**src/rtl/tpg_pkg.sv**
```systemverilog
// Shared types for the raster test-pattern generator: pattern select, FSM states,
// timing-vector slot indices and the colour-bar mask table.
package tpg_pkg;

   typedef enum logic [1:0] {
      PAT_RAMP    = 2'd0,
      PAT_BARS    = 2'd1,
      PAT_CHECKER = 2'd2,
      PAT_SOLID   = 2'd3
   } pat_e;

   typedef enum logic {
      ST_IDLE = 1'b0,
      ST_RUN  = 1'b1
   } state_e;

   // Slot order inside a per-axis timing vector
   localparam int T_SYNC_START = 0;
   localparam int T_SYNC_END   = 1;
   localparam int T_ACT_START  = 2;
   localparam int T_ACT_END    = 3;
   localparam int T_END        = 4;

   // {R,G,B} masks; entry 0 (rightmost) is white, then Y,C,G,M,R,B,K
   localparam logic [7:0][2:0] BAR_TBL = {3'b000, 3'b001, 3'b100, 3'b101,
                                          3'b010, 3'b011, 3'b110, 3'b111};

endpackage

```
**src/rtl/tpg_raster_gen_if.sv**
```systemverilog
// Video output bus of the test-pattern generator (sync, data enable, markers, pixel).
interface tpg_raster_gen_if #(parameter int PW = 8);
   logic            hs_q;
   logic            vs_q;
   logic            vld_q;
   logic            sof_q;
   logic            eol_q;
   logic [3*PW-1:0] rgb;

   modport master (output hs_q, vs_q, vld_q, sof_q, eol_q, rgb);
   modport slave  (input  hs_q, vs_q, vld_q, sof_q, eol_q, rgb);
endinterface

```
**src/rtl/tpg_raster_cnt.sv**
```systemverilog
// Raster counters, IDLE/RUN control and frame-shadowed timing; produces unregistered
// hs/vs/de/sof/eol and active-area coordinates. Frame counter under TPG_FRAME_ANIM_EN.
module tpg_raster_cnt
   import tpg_pkg::*;
#(
   parameter int H_BITS = 12,
   parameter int V_BITS = 12
) (
   input  logic                   clk,
   input  logic                   rst_n,
   input  logic                   enable,
   input  pat_e                   patSel,
   input  logic [4:0][H_BITS-1:0] hTim,
   input  logic [4:0][V_BITS-1:0] vTim,
`ifdef TPG_FRAME_ANIM_EN
   output logic [15:0]            frameCnt,
`endif
   output pat_e                   patSh,
   output logic [H_BITS-1:0]      xa,
   output logic [V_BITS-1:0]      ya,
   output logic                   hs,
   output logic                   vs,
   output logic                   de,
   output logic                   sof,
   output logic                   eol
);

   state_e                  state, stateNxt;
   logic                    load, run, frameEnd;
   logic [H_BITS-1:0]       x;
   logic [V_BITS-1:0]       y;
   logic [4:0][H_BITS-1:0]  hSh;
   logic [4:0][V_BITS-1:0]  vSh;

   assign run      = (state == ST_RUN);
   assign frameEnd = run && (x == hSh[T_END]) && (y == vSh[T_END]);

   always_comb begin
      stateNxt = state;
      load     = 1'b0;
      case (state)
         ST_IDLE: if (enable) begin
            stateNxt = ST_RUN;
            load     = 1'b1;
         end
         ST_RUN: if (frameEnd) begin
            if (enable) load = 1'b1;
            else        stateNxt = ST_IDLE;
         end
         default: stateNxt = ST_IDLE;
      endcase
   end

   always_ff @(posedge clk or negedge rst_n)
      if (!rst_n) state <= ST_IDLE;
      else        state <= stateNxt;

   // Timing and pattern only change on frame boundaries so a frame is never torn
   always_ff @(posedge clk or negedge rst_n)
      if (!rst_n) begin
         hSh   <= '0;
         vSh   <= '0;
         patSh <= PAT_RAMP;
      end else if (load) begin
         hSh   <= hTim;
         vSh   <= vTim;
         patSh <= patSel;
      end

   always_ff @(posedge clk or negedge rst_n)
      if (!rst_n) begin
         x <= '0;
         y <= '0;
      end else if (!run || frameEnd) begin
         x <= '0;
         y <= '0;
      end else if (x == hSh[T_END]) begin
         x <= '0;
         y <= y + V_BITS'(1);
      end else begin
         x <= x + H_BITS'(1);
      end

`ifdef TPG_FRAME_ANIM_EN
   always_ff @(posedge clk or negedge rst_n)
      if (!rst_n)        frameCnt <= '0;
      else if (frameEnd) frameCnt <= frameCnt + 16'd1;
`endif

   assign hs  = run && (x >= hSh[T_SYNC_START]) && (x < hSh[T_SYNC_END]);
   assign vs  = run && (y >= vSh[T_SYNC_START]) && (y < vSh[T_SYNC_END]);
   assign de  = run && (x >= hSh[T_ACT_START]) && (x < hSh[T_ACT_END])
                    && (y >= vSh[T_ACT_START]) && (y < vSh[T_ACT_END]);
   assign xa  = x - hSh[T_ACT_START];
   assign ya  = y - vSh[T_ACT_START];
   assign sof = de && (xa == '0) && (ya == '0);
   assign eol = de && (x == hSh[T_ACT_END] - H_BITS'(1));

endmodule

```
**src/rtl/tpg_raster_gen.sv**
```systemverilog
// Video timing + test-pattern generator top: pattern mux and output register stage.
// Optional TPG_FRAME_ANIM_EN adds frame_cnt_q and frame-animated RAMP/CHECKER.
module tpg_raster_gen
   import tpg_pkg::*;
#(
   parameter int PW        = 8,
   parameter int H_BITS    = 12,
   parameter int V_BITS    = 12,
   parameter int BAR_SHIFT = 5,
   parameter int CHK_SHIFT = 4
) (
   input  logic              clk,
   input  logic              rst_n,
   input  logic              enable,
   input  logic [1:0]        pat_sel,
   input  logic [3*PW-1:0]   solid_rgb,
   input  logic [H_BITS-1:0] tHS_START,
   input  logic [H_BITS-1:0] tHS_END,
   input  logic [H_BITS-1:0] tHACT_START,
   input  logic [H_BITS-1:0] tHACT_END,
   input  logic [H_BITS-1:0] tH_END,
   input  logic [V_BITS-1:0] tVS_START,
   input  logic [V_BITS-1:0] tVS_END,
   input  logic [V_BITS-1:0] tVACT_START,
   input  logic [V_BITS-1:0] tVACT_END,
   input  logic [V_BITS-1:0] tV_END,
`ifdef TPG_FRAME_ANIM_EN
   output logic [15:0]       frame_cnt_q,
`endif
   tpg_raster_gen_if.master  vid
);

   localparam int WMAX = (H_BITS > V_BITS) ? H_BITS : V_BITS;

   pat_e              patSh;
   logic [H_BITS-1:0] xa;
   logic [V_BITS-1:0] ya;
   logic              hs, vs, de, sof, eol, chk;
   logic [WMAX-1:0]   xw, yw;
   logic [PW-1:0]     ramp;
   logic [2:0]        bar;
   logic [3*PW-1:0]   rgbNxt;
`ifdef TPG_FRAME_ANIM_EN
   logic [15:0]       frameCnt;
   assign frame_cnt_q = frameCnt;
`endif

   tpg_raster_cnt #(.H_BITS(H_BITS), .V_BITS(V_BITS)) uCnt (
      .clk      (clk),
      .rst_n    (rst_n),
      .enable   (enable),
      .patSel   (pat_e'(pat_sel)),
      .hTim     ({tH_END, tHACT_END, tHACT_START, tHS_END, tHS_START}),
      .vTim     ({tV_END, tVACT_END, tVACT_START, tVS_END, tVS_START}),
`ifdef TPG_FRAME_ANIM_EN
      .frameCnt (frameCnt),
`endif
      .patSh    (patSh),
      .xa       (xa),
      .ya       (ya),
      .hs       (hs),
      .vs       (vs),
      .de       (de),
      .sof      (sof),
      .eol      (eol)
   );

   assign xw  = WMAX'(xa);
   assign yw  = WMAX'(ya);
   assign bar = BAR_TBL[3'(xa >> BAR_SHIFT)];

   always_comb begin
`ifdef TPG_FRAME_ANIM_EN
      ramp = PW'(xa) + PW'(frameCnt);
      chk  = ((((xw ^ yw) >> CHK_SHIFT) & WMAX'(1)) != '0) ^ frameCnt[0];
`else
      ramp = PW'(xa);
      chk  = (((xw ^ yw) >> CHK_SHIFT) & WMAX'(1)) != '0;
`endif
      case (patSh)
         PAT_RAMP:    rgbNxt = {ramp, ramp, ramp};
         PAT_BARS:    rgbNxt = {{PW{bar[2]}}, {PW{bar[1]}}, {PW{bar[0]}}};
         PAT_CHECKER: rgbNxt = {(3*PW){chk}};
         default:     rgbNxt = solid_rgb;
      endcase
      if (!de) rgbNxt = '0;
   end

   always_ff @(posedge clk or negedge rst_n)
      if (!rst_n) begin
         vid.hs_q  <= 1'b0;
         vid.vs_q  <= 1'b0;
         vid.vld_q <= 1'b0;
         vid.sof_q <= 1'b0;
         vid.eol_q <= 1'b0;
         vid.rgb   <= '0;
      end else begin
         vid.hs_q  <= hs;
         vid.vs_q  <= vs;
         vid.vld_q <= de;
         vid.sof_q <= sof;
         vid.eol_q <= eol;
         vid.rgb   <= rgbNxt;
      end

endmodule
```
**src/flat_wrapper.sv**
```systemverilog
// flat-port wrapper written by rule: the top's interface ports become plain ports
module tpg_raster_gen_flat import tpg_pkg::*;
#(
   parameter int PW        = 8,
   parameter int H_BITS    = 12,
   parameter int V_BITS    = 12,
   parameter int BAR_SHIFT = 5,
   parameter int CHK_SHIFT = 4
)
  (clk, rst_n, enable, pat_sel, solid_rgb, tHS_START, tHS_END, tHACT_START, tHACT_END, tH_END, tVS_START, tVS_END, tVACT_START, tVACT_END, tV_END, vid_hs_q, vid_vs_q, vid_vld_q, vid_sof_q, vid_eol_q, vid_rgb);
  tpg_raster_gen_if #(.PW(PW)) vid_i ();
  input  logic clk;
  input  logic rst_n;
  input  logic enable;
  input  logic [1:0] pat_sel;
  input  logic [3*PW-1:0] solid_rgb;
  input  logic [H_BITS-1:0] tHS_START;
  input  logic [H_BITS-1:0] tHS_END;
  input  logic [H_BITS-1:0] tHACT_START;
  input  logic [H_BITS-1:0] tHACT_END;
  input  logic [H_BITS-1:0] tH_END;
  input  logic [V_BITS-1:0] tVS_START;
  input  logic [V_BITS-1:0] tVS_END;
  input  logic [V_BITS-1:0] tVACT_START;
  input  logic [V_BITS-1:0] tVACT_END;
  input  logic [V_BITS-1:0] tV_END;
  output wire logic [$bits(vid_i.hs_q)-1:0] vid_hs_q;
  output wire logic [$bits(vid_i.vs_q)-1:0] vid_vs_q;
  output wire logic [$bits(vid_i.vld_q)-1:0] vid_vld_q;
  output wire logic [$bits(vid_i.sof_q)-1:0] vid_sof_q;
  output wire logic [$bits(vid_i.eol_q)-1:0] vid_eol_q;
  output wire logic [$bits(vid_i.rgb)-1:0] vid_rgb;
  assign vid_hs_q = vid_i.hs_q;
  assign vid_vs_q = vid_i.vs_q;
  assign vid_vld_q = vid_i.vld_q;
  assign vid_sof_q = vid_i.sof_q;
  assign vid_eol_q = vid_i.eol_q;
  assign vid_rgb = vid_i.rgb;
  tpg_raster_gen #(.PW(PW), .H_BITS(H_BITS), .V_BITS(V_BITS), .BAR_SHIFT(BAR_SHIFT), .CHK_SHIFT(CHK_SHIFT)) u_core (.clk(clk), .rst_n(rst_n), .enable(enable), .pat_sel(pat_sel), .solid_rgb(solid_rgb), .tHS_START(tHS_START), .tHS_END(tHS_END), .tHACT_START(tHACT_START), .tHACT_END(tHACT_END), .tH_END(tH_END), .tVS_START(tVS_START), .tVS_END(tVS_END), .tVACT_START(tVACT_START), .tVACT_END(tVACT_END), .tV_END(tV_END), .vid(vid_i));
endmodule
```
**config.mk**
```make
export PLATFORM = sky130hd
export DESIGN_NAME = tpg_raster_gen_flat
export DESIGN_NICKNAME = d
export VERILOG_FILES = /design/src/rtl/tpg_pkg.sv /design/src/rtl/tpg_raster_gen_if.sv /design/src/rtl/tpg_raster_cnt.sv /design/src/rtl/tpg_raster_gen.sv /design/src/flat_wrapper.sv
export SDC_FILE = /design/constraint.sdc
export NUM_CORES = 1
export LEC_CHECK = 0
export CAP_MARGIN = 25
export CORE_ASPECT_RATIO = 1.75
export CORE_MARGIN = 2
export CORE_UTILIZATION = 35
export DETAILED_ROUTE_END_ITERATION = 7
export PLACE_DENSITY = 0.66
export SYNTH_ARGS = -nofsm -noshare
export SYNTH_HDL_FRONTEND = slang
export SYNTH_HIERARCHICAL = 1
export SYNTH_SLANG_ARGS = --single-unit
```
**constraint.sdc**
```tcl
create_clock -name clk -period 5 [get_ports clk]
set_input_delay 1 -clock clk [delete_from_list [all_inputs] [get_ports clk]]
set_output_delay 1 -clock clk [all_outputs]
set_load 0.05 [all_outputs]
```
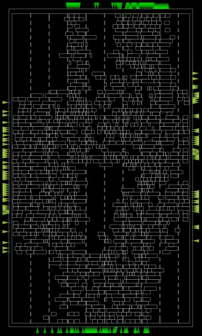
*Placed standard cells, run 1*
inserted tap cell count: 391
standard-cell row count: 85
final core utilization: 44.6%

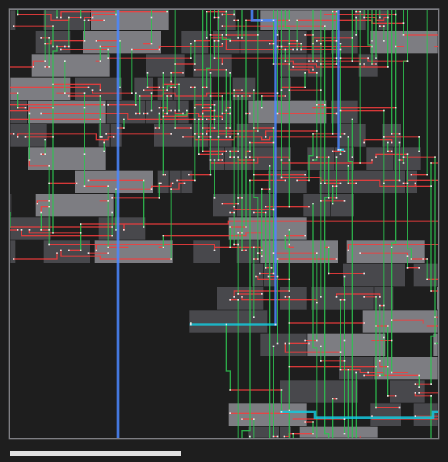
*A small window of the routed layout, run 1*
Bar = 20 µm. Window x 9 to 59, y 34 to 84 µm. Cells in gray, sequential cells in the stronger gray; small squares are vias.
layer	color
metal 3	cyan
metal 2	green
metal 1	red
metal 4	blue
cells with their middle in the window	97
most frequent	dfrtp_1 (20), ha_1 (10)
sequential cells in the window	20
netlist names of flops here include	`u_core/uCnt/vSh` (15), `u_core/uCnt/y` (3)

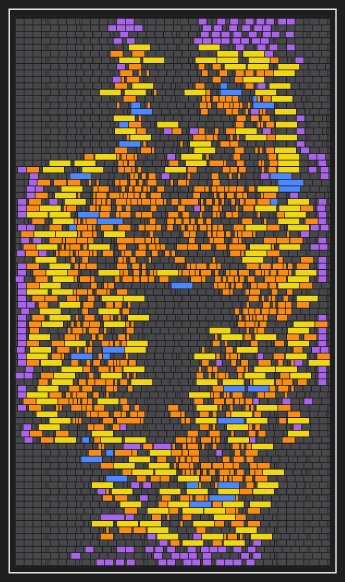
*Cell classes on the final placement, run 1*
Fill, decap, tap and diode cells in gray.
class	color	cells	share of their area
clock drivers and dummy loads	blue	31	4.8%
combinational and other logic	orange	763	48%
remaining buffers and delay cells	purple	187	14%
sequential cells	yellow	176	33%
sequential cell area share: 32.1%
area of the placeable core: 0.0307 mm²
post-route cell area: 0.0137 mm²

==> impl_metrics.env, run 1 <==
# yosys + openroad results
export IMPL_io_buffers=177
export IMPL_finalWorstSetupSlack_ps=840
export IMPL_hold_fix_buffers_at_cts=0
export IMPL_die_width_um=137
export IMPL_clock_sink_count=176
export IMPL_fin_nets=1392
export IMPL_drt_first_iter_violations=353
export IMPL_worst_ep_arrival_time_ps=4550
export IMPL_clockNetworkPower_w=0.00146
export IMPL_ant_nets=0
export IMPL_path_clk_slew_ps=70
export IMPL_r2r_start="u_core/uCnt/y[0]"
export IMPL_power_group_top="registers"
export IMPL_setup_worst_path_end_class="flop"
export IMPL_clock_latency_ps=460
export IMPL_pre_cts_slack_ps=901
export IMPL_cap_violations=0
export IMPL_fp_dieArea_mm2=0.0326
export IMPL_grt_busiest_layer="met2"
export IMPL_globalRouteMet3Util_pct=2.96
export IMPL_post_cts_repair_setup_buffers=0
export IMPL_wire_length_on_met1_mm=10.7
export IMPL_n_all_inverters=100
export IMPL_cts_max_level=4
export IMPL_floorplan_io_pins=178
export IMPL_finalClockPeriodUsage_pct=83.2
export IMPL_setup_reg_to_reg_worst_slack_ps=840
export IMPL_setup_tns_ps=0
export IMPL_syn_inst=971
export IMPL_critical_path_n_buffers_inverters=2
export IMPL_register_area_mm2=0.00440
export IMPL_num_nonclk_buffers=187
export IMPL_crit_slowest_cell="nor3_4"
export IMPL_comb_multi_input_count=663
export IMPL_grt_met1_usage_pct=19.5
export IMPL_path_max_fanout=29
export IMPL_gr_usage_all_layers_pct=17.7
export IMPL_dp_hpwl_mm=21.1
export IMPL_non_clock_buffer_area_share_pct=13.8
export IMPL_outcome="completed"
export IMPL_final_replace_weighted_congestion=0.975
export IMPL_design_seq_count=176
export IMPL_antenna_found_initial=1
export IMPL_clkbuf_count=18
export IMPL_vias_in_the_first_global_route=8150
export IMPL_fillCellCount=2879
export IMPL_grt_pass1_wl_mm=43.7
export IMPL_worstSetupStartpointType="flop"
export IMPL_layout_top_registers="u_core/uCnt/hSh x60, u_core/uCnt/vSh x60, u_core/vid.rgb x24"
export IMPL_critPathCapture="u_core/vid.rgb[6]"
export IMPL_slew_headroom_pct=34.0
export IMPL_drt_total_wl_mm=27.6
export IMPL_fin_worst_hold_slack_ps=317
export IMPL_leakage_nw=6.73
export IMPL_layout_area_top_class="logic gates"
export IMPL_global_route_usage_met2_pct=31.8
export IMPL_drcViolationCount=0
export IMPL_intPower_w=0.00328
export IMPL_cts_repair_resize_count=0
export IMPL_route_top_layer_used="met4"
export IMPL_netSwitchingPower_w=0.00163
export IMPL_syn_nets=1218
export IMPL_vdd_ir_drop_worst_uv=278
export IMPL_seq_power_share_pct=36.0
export IMPL_power_density_mw_per_mm2=358
export IMPL_cts_made_buffers=17
export IMPL_num_vias=7799
export IMPL_comb_power_w=0.00168
export IMPL_floorplan_die_height_um=237
export IMPL_met2_length_mm=14.7
export IMPL_diodes=1
export IMPL_seq_power_w=0.00176
export IMPL_cp_cell_sequence="inv_1, ha_1, fa_1, a21bo_2, a21o_1, a2111oi_0, o211a_1, or4_1, a211oi_4, buf_4, nand2_1, nor3_4, a221o_1"
export IMPL_max_freq_ghz=0.240
export IMPL_area_delta_synth_final_pct=25.8
export IMPL_worstMarginPinSlew_ps=976
export IMPL_grt_setup_unrepaired="false"
export IMPL_core_util_floorplan_pct=35.5
export IMPL_p_comb_share_pct=34.2
export IMPL_worstPathRequired_ps=5390
export IMPL_met3RoutedLength_um=886
export IMPL_swShare_pct=33.2
export IMPL_hold_viol_final=0
export IMPL_clock_power_share_pct=29.8
export IMPL_rr_endpoint="u_core/vid.rgb[6]"
export IMPL_multi_input_gate_area_in_the_final_layout_mm2=0.00591
export IMPL_avgRoutedWirePerCell_um=17.8
export IMPL_worst_hold_path_type="in2async"
export IMPL_lay_top_cells="176 x clkdlybuf4s50_1, 176 x dfrtp_1, 100 x inv_1"
export IMPL_cells_after_dpl=1516
export IMPL_drv_slew=0
export IMPL_drive_gt1_share_pct=15.4
export IMPL_clk_root_buffer_cell="clkbuf_16"
export IMPL_criticalPathCategory="reg2reg"
export IMPL_maximum_number_of_pins_on_one_net_before_global_route_repair=101
export IMPL_synthesis_yosys_warnings=6
export IMPL_setup_violators_final=0
export IMPL_clock_skew_final_ps=13.4
export IMPL_timing_critical_path_slowest_cell_delay_ps=710
export IMPL_post_drt_via_cell_ratio=5.03
export IMPL_clock_tree_area_fraction_pct=4.66
export IMPL_drt_pre_antenna_iters=5
export IMPL_cts_root_to_sink_buffers=2
export IMPL_comb_cell_share_pct=43.1
export IMPL_tritoncts_clock_tree="built"
export IMPL_worstSetupStartpoint="u_core/uCnt/y[0]"
export IMPL_aggregate_global_routing_overflow=0
export IMPL_finalWorstPathRequiredPeriod_ps=4160
export IMPL_worst_path_stages=13
export IMPL_report_power_total_w=0.00490
export IMPL_warning_count=27
export IMPL_reg2reg_depth=13
export IMPL_worst_path_dominant_cell_family="simple AND/OR/NAND/NOR gates"
export IMPL_cell_area_after_placement_mm2=0.0130
export IMPL_netlist_area_mm2=0.0109
export IMPL_instances_no_fill=1549
export IMPL_syn_area_per_cell_um2=11.2
--- run 2 (diff from run 1) ---
--- a/config.mk
+++ b/config.mk
@@ -10,7 +10,7 @@
 export CORE_MARGIN = 2
 export CORE_UTILIZATION = 35
 export DETAILED_ROUTE_END_ITERATION = 7
-export PLACE_DENSITY = 0.66
+export PLACE_DENSITY = 0.68
 export SYNTH_ARGS = -nofsm -noshare
 export SYNTH_HDL_FRONTEND = slang
 export SYNTH_HIERARCHICAL = 1
==> constraint.sdc (replaced) <==
create_clock -name clk -period 3.4 [get_ports clk]
set_input_delay 0.68 -clock clk [delete_from_list [all_inputs] [get_ports clk]]
set_output_delay 0.68 -clock clk [all_outputs]
set_load 0.05 [all_outputs]
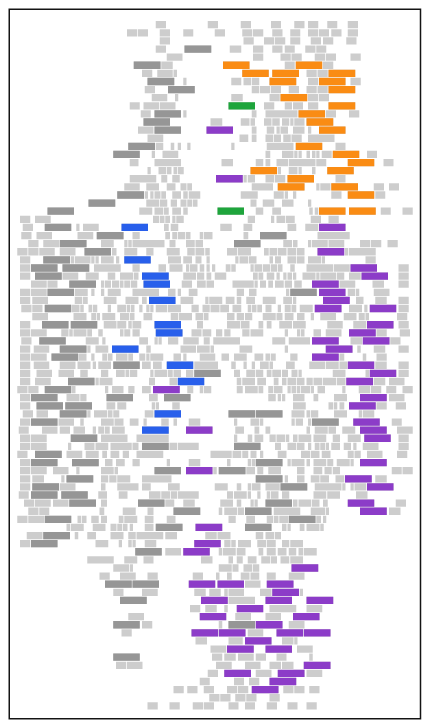
*Register map, names as in the netlist, run 2*
name in the netlist	color	flops
`u_core/uCnt/y`	blue	12
`u_core/uCnt/hSh`	purple	60
`u_core/uCnt/patSh`	green	2
`u_core/vid.rgb`	orange	24
not colored	78

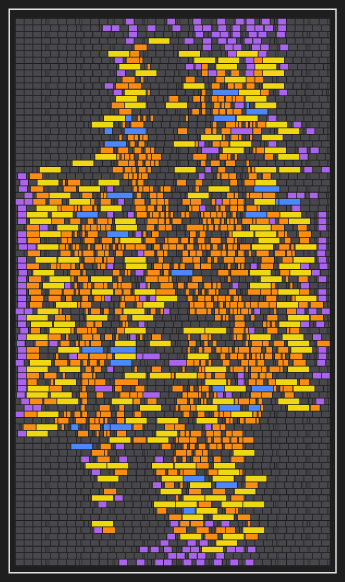
*Cell classes on the final placement, run 2*
Fill, decap, tap and diode cells in gray.
class	color	cells	share of their area
sequential cells	yellow	176	33%
remaining buffers and delay cells	purple	217	16%
combinational and other logic	orange	763	47%
clock drivers and dummy loads	blue	30	4.6%

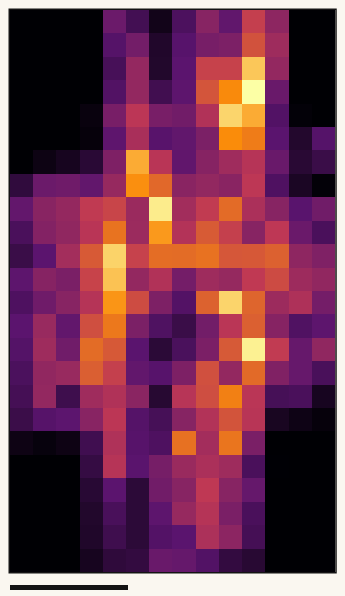
*Routed metal per tile, run 2*
Bar = 50 µm. The die is cut into 14 by 24 equal tiles; black is low, pale yellow is high, scaled to the fullest tile. Values are wire area over tile area, all layers added.
tiles over half the peak	18%
emptiest ninth of the die	north-west
fullest tile	0.47
nearly empty tiles	21%
overall routing resource usage: 18.2%
wirelength, routed: 28.9 mm
count of vias placed by the detailed router: 8021

==> run 2 against run 1 <==
First-iteration DRC count up 4.5%. Global-route usage up 0.51 points. Flip-flop count unchanged. Critical path depth unchanged. Hold slack worse by 140 ps. Design area up 1.9%. Synthesized cell count unchanged. Combinational power up 57%. Final cell count up 1.9%. Clock-buffer cell count up 4.
==> impl_metrics.env, run 2 <==
# yosys + openroad results
export IMPL_outcome="completed"
export IMPL_final_replace_weighted_congestion=0.867
export IMPL_final_core_utilization_pct=45.5
export IMPL_fp_coreArea_mm2=0.0307
export IMPL_setup_worst_path_end_class="flop"
export IMPL_syn_nets=1218
export IMPL_reg2reg_depth=13
export IMPL_lay_top_cells="176 x clkdlybuf4s50_1, 176 x dfrtp_1, 100 x inv_1"
export IMPL_cells_after_dpl=1541
export IMPL_dp_hpwl_mm=22.6
export IMPL_power_density_mw_per_mm2=524
export IMPL_floorplan_tapcells=391
export IMPL_aggregate_global_routing_overflow=0
export IMPL_drt_pre_antenna_iters=5
export IMPL_floorplan_die_height_um=237
export IMPL_floorplan_io_pins=178
export IMPL_multi_input_gate_area_in_the_final_layout_mm2=0.00592
export IMPL_seq_power_share_pct=35.0
export IMPL_avgRoutedWirePerCell_um=18.3
export IMPL_global_route_usage_met2_pct=34.6
export IMPL_slew_headroom_pct=53.1
export IMPL_worstMarginPinSlew_ps=698
export IMPL_route_top_layer_used="met4"
export IMPL_crit_slowest_cell="or4_4"
export IMPL_syn_inst=971
export IMPL_diodes=1
export IMPL_grt_busiest_layer="met2"
export IMPL_seq_power_w=0.00257
export IMPL_path_clk_slew_ps=70
export IMPL_fillCellCount=2867
export IMPL_clock_latency_ps=450
export IMPL_grt_setup_unrepaired="false"
export IMPL_worst_path_dominant_cell_family="AND-OR/OR-AND gates"
export IMPL_core_util_floorplan_pct=35.5
export IMPL_sequential_cell_area_share_pct=31.5
export IMPL_setup_tns_ps=0
export IMPL_clkbuf_count=22
export IMPL_comb_multi_input_count=663
export IMPL_cts_root_to_sink_buffers=2
export IMPL_worstSetupStartpoint="u_core/uCnt/y[0]"
export IMPL_max_freq_ghz=0.314
export IMPL_post_cts_repair_setup_buffers=0
export IMPL_drt_first_iter_violations=369
export IMPL_drive_gt1_share_pct=17.6
export IMPL_clock_power_share_pct=28.9
export IMPL_io_buffers=177
export IMPL_worstPathRequired_ps=3790
export IMPL_p_comb_share_pct=36.0
export IMPL_timing_critical_path_slowest_cell_delay_ps=430
export IMPL_netSwitchingPower_w=0.00241
export IMPL_layout_top_registers="u_core/uCnt/hSh x60, u_core/uCnt/vSh x60, u_core/vid.rgb x24"
export IMPL_setup_reg_to_reg_worst_slack_ps=210
export IMPL_synthesis_yosys_warnings=6
export IMPL_clock_skew_final_ps=7.65
export IMPL_met2_length_mm=16.1
export IMPL_area_delta_synth_final_pct=28.2
export IMPL_comb_power_w=0.00264
export IMPL_n_all_inverters=100
export IMPL_vdd_ir_drop_worst_uv=398
export IMPL_warning_count=26
export IMPL_finalClockPeriodUsage_pct=93.8
export IMPL_pre_cts_slack_ps=77.7
export IMPL_critPathCapture="u_core/vid.rgb[12]"
export IMPL_setup_violators_final=0
export IMPL_met3RoutedLength_um=921
export IMPL_antenna_found_initial=1
export IMPL_drcViolationCount=0
export IMPL_comb_cell_share_pct=42.4
export IMPL_fin_worst_hold_slack_ps=178
export IMPL_post_route_cell_area_mm2=0.0140
export IMPL_clock_tree_area_fraction_pct=4.48
export IMPL_r2r_start="u_core/uCnt/y[0]"
export IMPL_path_max_fanout=6
export IMPL_tritoncts_clock_tree="built"
--- run 3 (diff from run 2) ---
--- a/config.mk
+++ b/config.mk
@@ -5,12 +5,14 @@
 export SDC_FILE = /design/constraint.sdc
 export NUM_CORES = 1
 export LEC_CHECK = 0
+export ABC_CLOCK_PERIOD_IN_PS = 3400
 export CAP_MARGIN = 25
 export CORE_ASPECT_RATIO = 1.75
 export CORE_MARGIN = 2
-export CORE_UTILIZATION = 35
+export CORE_UTILIZATION = 25
 export DETAILED_ROUTE_END_ITERATION = 7
-export PLACE_DENSITY = 0.68
+export GPL_TIMING_DRIVEN = 0
+export PLACE_DENSITY = 0.55
 export SYNTH_ARGS = -nofsm -noshare
 export SYNTH_HDL_FRONTEND = slang
 export SYNTH_HIERARCHICAL = 1
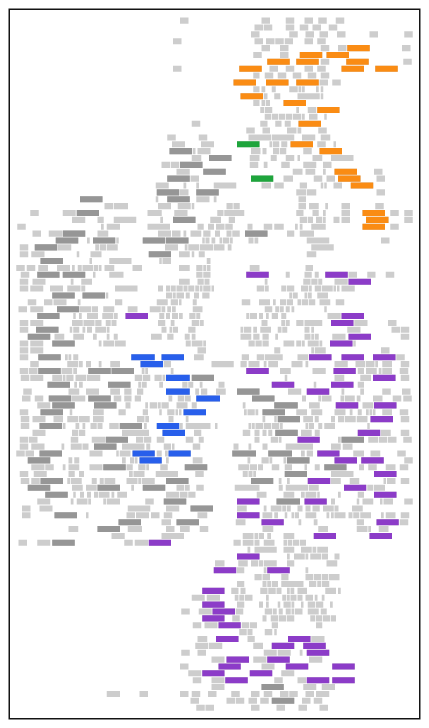
*Register map, names as in the netlist, run 3*
name in the netlist	color	flops
`u_core/uCnt/y`	blue	12
`u_core/vid.rgb`	orange	24
`u_core/uCnt/hSh`	purple	60
`u_core/uCnt/patSh`	green	2
not colored	78

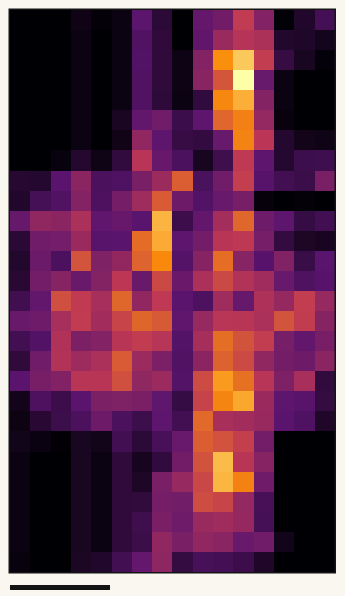
*Routed metal per tile, run 3*
Bar = 50 µm. The die is cut into 16 by 28 equal tiles; black is low, pale yellow is high, scaled to the fullest tile. Values are wire area over tile area, all layers added.
densest ninth of the die	center
emptiest ninth of the die	north-west
tiles over half the peak	14%
fullest tile	0.43
mean over tiles	0.11
nearly empty tiles	17%

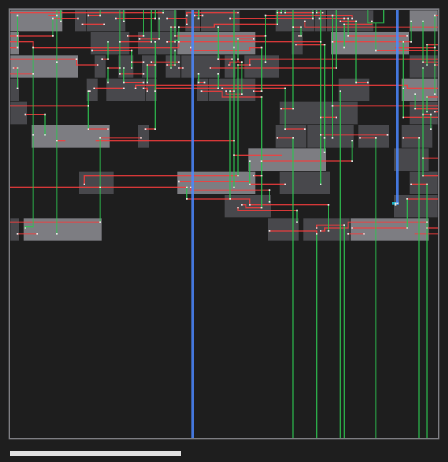
*A small window of the routed layout, run 3*
Bar = 20 µm. Window x 15 to 65, y 45 to 95 µm. Cells in gray, sequential cells in the stronger gray; small squares are vias.
layer	color
metal 2	green
metal 3	cyan
metal 1	red
metal 4	blue
cells with their middle in the window	49
most frequent	dfrtp_1 (9), inv_1 (8)
sequential cells in the window	9
netlist names of flops here include	`u_core/uCnt/vSh` (8), `u_core/uCnt/hSh` (1)

==> run 3 against run 2 <==
Worst setup slack lost 120 ps. Clock-buffer cell count down 5. Flip-flop count unchanged. Highest routed layer unchanged. Clock power is essentially flat. Critical endpoint is now u_core/vid.rgb[1]. Maximum frequency decreased by 3.7%. Combinational power shrank 3%. Sequential share of layout area fell by 0.66 points. Sequential power rose by 2%. Via count shrank 2.0%.
==> impl_metrics.env, run 3 <==
# yosys + openroad results
export IMPL_comb_cell_share_pct=41.4
export IMPL_comb_power_w=0.00256
export IMPL_register_area_mm2=0.00441
export IMPL_worstSetupStartpointType="flop"
export IMPL_setup_reg_to_reg_worst_slack_ps=90
export IMPL_clock_power_share_pct=29.2
export IMPL_diodes=2
export IMPL_worst_path_dominant_cell_family="AND-OR/OR-AND gates"
export IMPL_critical_path_top_cell_by_count="buf_6"
export IMPL_met2_length_mm=17.2
export IMPL_layout_top_registers="u_core/uCnt/hSh x60, u_core/uCnt/vSh x60, u_core/vid.rgb x24"
export IMPL_area_delta_synth_final_pct=31.2
export IMPL_comb_multi_input_count=663
export IMPL_cts_root_to_sink_buffers=2
export IMPL_report_power_total_w=0.00733
export IMPL_setup_violators_final=0
export IMPL_netSwitchingPower_w=0.00260
export IMPL_io_buffers=177
export IMPL_grt_pass1_wl_mm=49.1
export IMPL_setup_tns_ps=0
export IMPL_max_freq_ghz=0.302
export IMPL_floorplan_tapcells=566
export IMPL_avgRoutedWirePerCell_um=18.0
export IMPL_fin_nets=1432
export IMPL_criticalPathCategory="reg2reg"
export IMPL_instances_no_fill=1766
export IMPL_drt_first_iter_violations=263
export IMPL_syn_area_per_cell_um2=11.2
export IMPL_rr_endpoint="u_core/vid.rgb[1]"
export IMPL_post_cts_repair_setup_buffers=10
export IMPL_swShare_pct=35.5
export IMPL_drive_gt1_share_pct=18.9
export IMPL_final_replace_weighted_congestion=0.796
export IMPL_drcViolationCount=0
export IMPL_met3RoutedLength_um=851
export IMPL_final_core_utilization_pct=33.1
export IMPL_power_density_mw_per_mm2=512
export IMPL_fp_coreArea_mm2=0.0432
export IMPL_n_all_inverters=100
export IMPL_clock_sink_count=176
export IMPL_design_seq_count=176
export IMPL_gr_usage_all_layers_pct=14.4
export IMPL_cells_after_dpl=1715
export IMPL_r2r_start="u_core/uCnt/y[0]"
export IMPL_top_cell_excl_fill_tap="clkdlybuf4s50_1"
export IMPL_pre_cts_slack_ps=-1120
export IMPL_aggregate_global_routing_overflow=0
export IMPL_finalClockPeriodUsage_pct=97.3
export IMPL_worstMarginPinSlew_ps=990
export IMPL_non_clock_buffer_area_share_pct=15.6
export IMPL_p_comb_share_pct=34.9
export IMPL_timing_critical_path_slowest_cell_delay_ps=450
export IMPL_cap_violations=0
export IMPL_crit_slowest_cell="or4_4"
export IMPL_leakage_nw=6.90
export IMPL_worst_hold_path_type="in2async"
export IMPL_seq_power_w=0.00263
export IMPL_ant_nets=0
export IMPL_maximum_number_of_pins_on_one_net_before_global_route_repair=102
export IMPL_intPower_w=0.00473
export IMPL_seq_power_share_pct=35.9
export IMPL_drt_total_wl_mm=31.9
export IMPL_fin_worst_hold_slack_ps=242
export IMPL_cp_cell_sequence="clkinvlp_4, ha_4, fa_2, a21bo_2, a21o_1, a2111oi_2, o211a_1, or4_4, a211oi_4, buf_6, buf_6, and3_4, clkbuf_16, a221o_1"
export IMPL_clockNetworkPower_w=0.00214
export IMPL_wire_length_on_met1_mm=12.8
export IMPL_fillCellCount=4472
export IMPL_syn_nets=1218
export IMPL_drv_slew=0
export IMPL_route_top_layer_used="met4"
export IMPL_fp_dieArea_mm2=0.0454
export IMPL_cts_max_level=4
export IMPL_globalRouteMet3Util_pct=1.95
export IMPL_path_max_fanout=5
export IMPL_critPathCapture="u_core/vid.rgb[1]"
export IMPL_core_util_floorplan_pct=25.2
export IMPL_die_width_um=162
export IMPL_worst_path_stages=14
export IMPL_cts_repair_resize_count=20
export IMPL_syn_inst=971
export IMPL_hold_viol_final=0
export IMPL_cell_area_after_placement_mm2=0.0134
export IMPL_clk_root_buffer_cell="clkbuf_16"
export IMPL_clkbuf_count=17
export IMPL_cts_made_buffers=17
export IMPL_num_vias=7860
export IMPL_vias_in_the_first_global_route=8491
export IMPL_outcome="completed"
export IMPL_layout_area_top_class="logic gates"
export IMPL_floorplan_die_height_um=280
export IMPL_lay_top_cells="176 x clkdlybuf4s50_1, 168 x dfrtp_1, 99 x inv_1"
export IMPL_worstSetupStartpoint="u_core/uCnt/y[0]"
export IMPL_dp_hpwl_mm=24.4
export IMPL_sequential_cell_area_share_pct=30.8
export IMPL_grt_busiest_layer="met2"
export IMPL_grt_met1_usage_pct=16.2
export IMPL_reg2reg_depth=14
export IMPL_worst_ep_arrival_time_ps=3690
export IMPL_antenna_found_initial=2
export IMPL_setup_worst_path_end_class="flop"
export IMPL_synthesis_yosys_warnings=6
export IMPL_post_drt_via_cell_ratio=4.45
export IMPL_power_group_top="registers"
export IMPL_worstPathRequired_ps=3780
export IMPL_num_nonclk_buffers=227
export IMPL_clock_latency_ps=450
export IMPL_netlist_area_mm2=0.0109
export IMPL_post_route_cell_area_mm2=0.0143
export IMPL_drt_pre_antenna_iters=4
export IMPL_path_clk_slew_ps=80
export IMPL_clock_tree_area_fraction_pct=4.49
export IMPL_multi_input_gate_area_in_the_final_layout_mm2=0.00593
export IMPL_tritoncts_clock_tree="built"
export IMPL_finalWorstPathRequiredPeriod_ps=3310
export IMPL_vdd_ir_drop_worst_uv=266
export IMPL_core_rowCount=101
export IMPL_floorplan_io_pins=178
export IMPL_finalWorstSetupSlack_ps=90.7
export IMPL_hold_fix_buffers_at_cts=0
export IMPL_grt_setup_unrepaired="true"
export IMPL_warning_count=29
export IMPL_slew_headroom_pct=33.1
export IMPL_critical_path_n_buffers_inverters=4
export IMPL_global_route_usage_met2_pct=26.7
export IMPL_clock_skew_final_ps=12.9
Power and IR drop assume default switching activity.
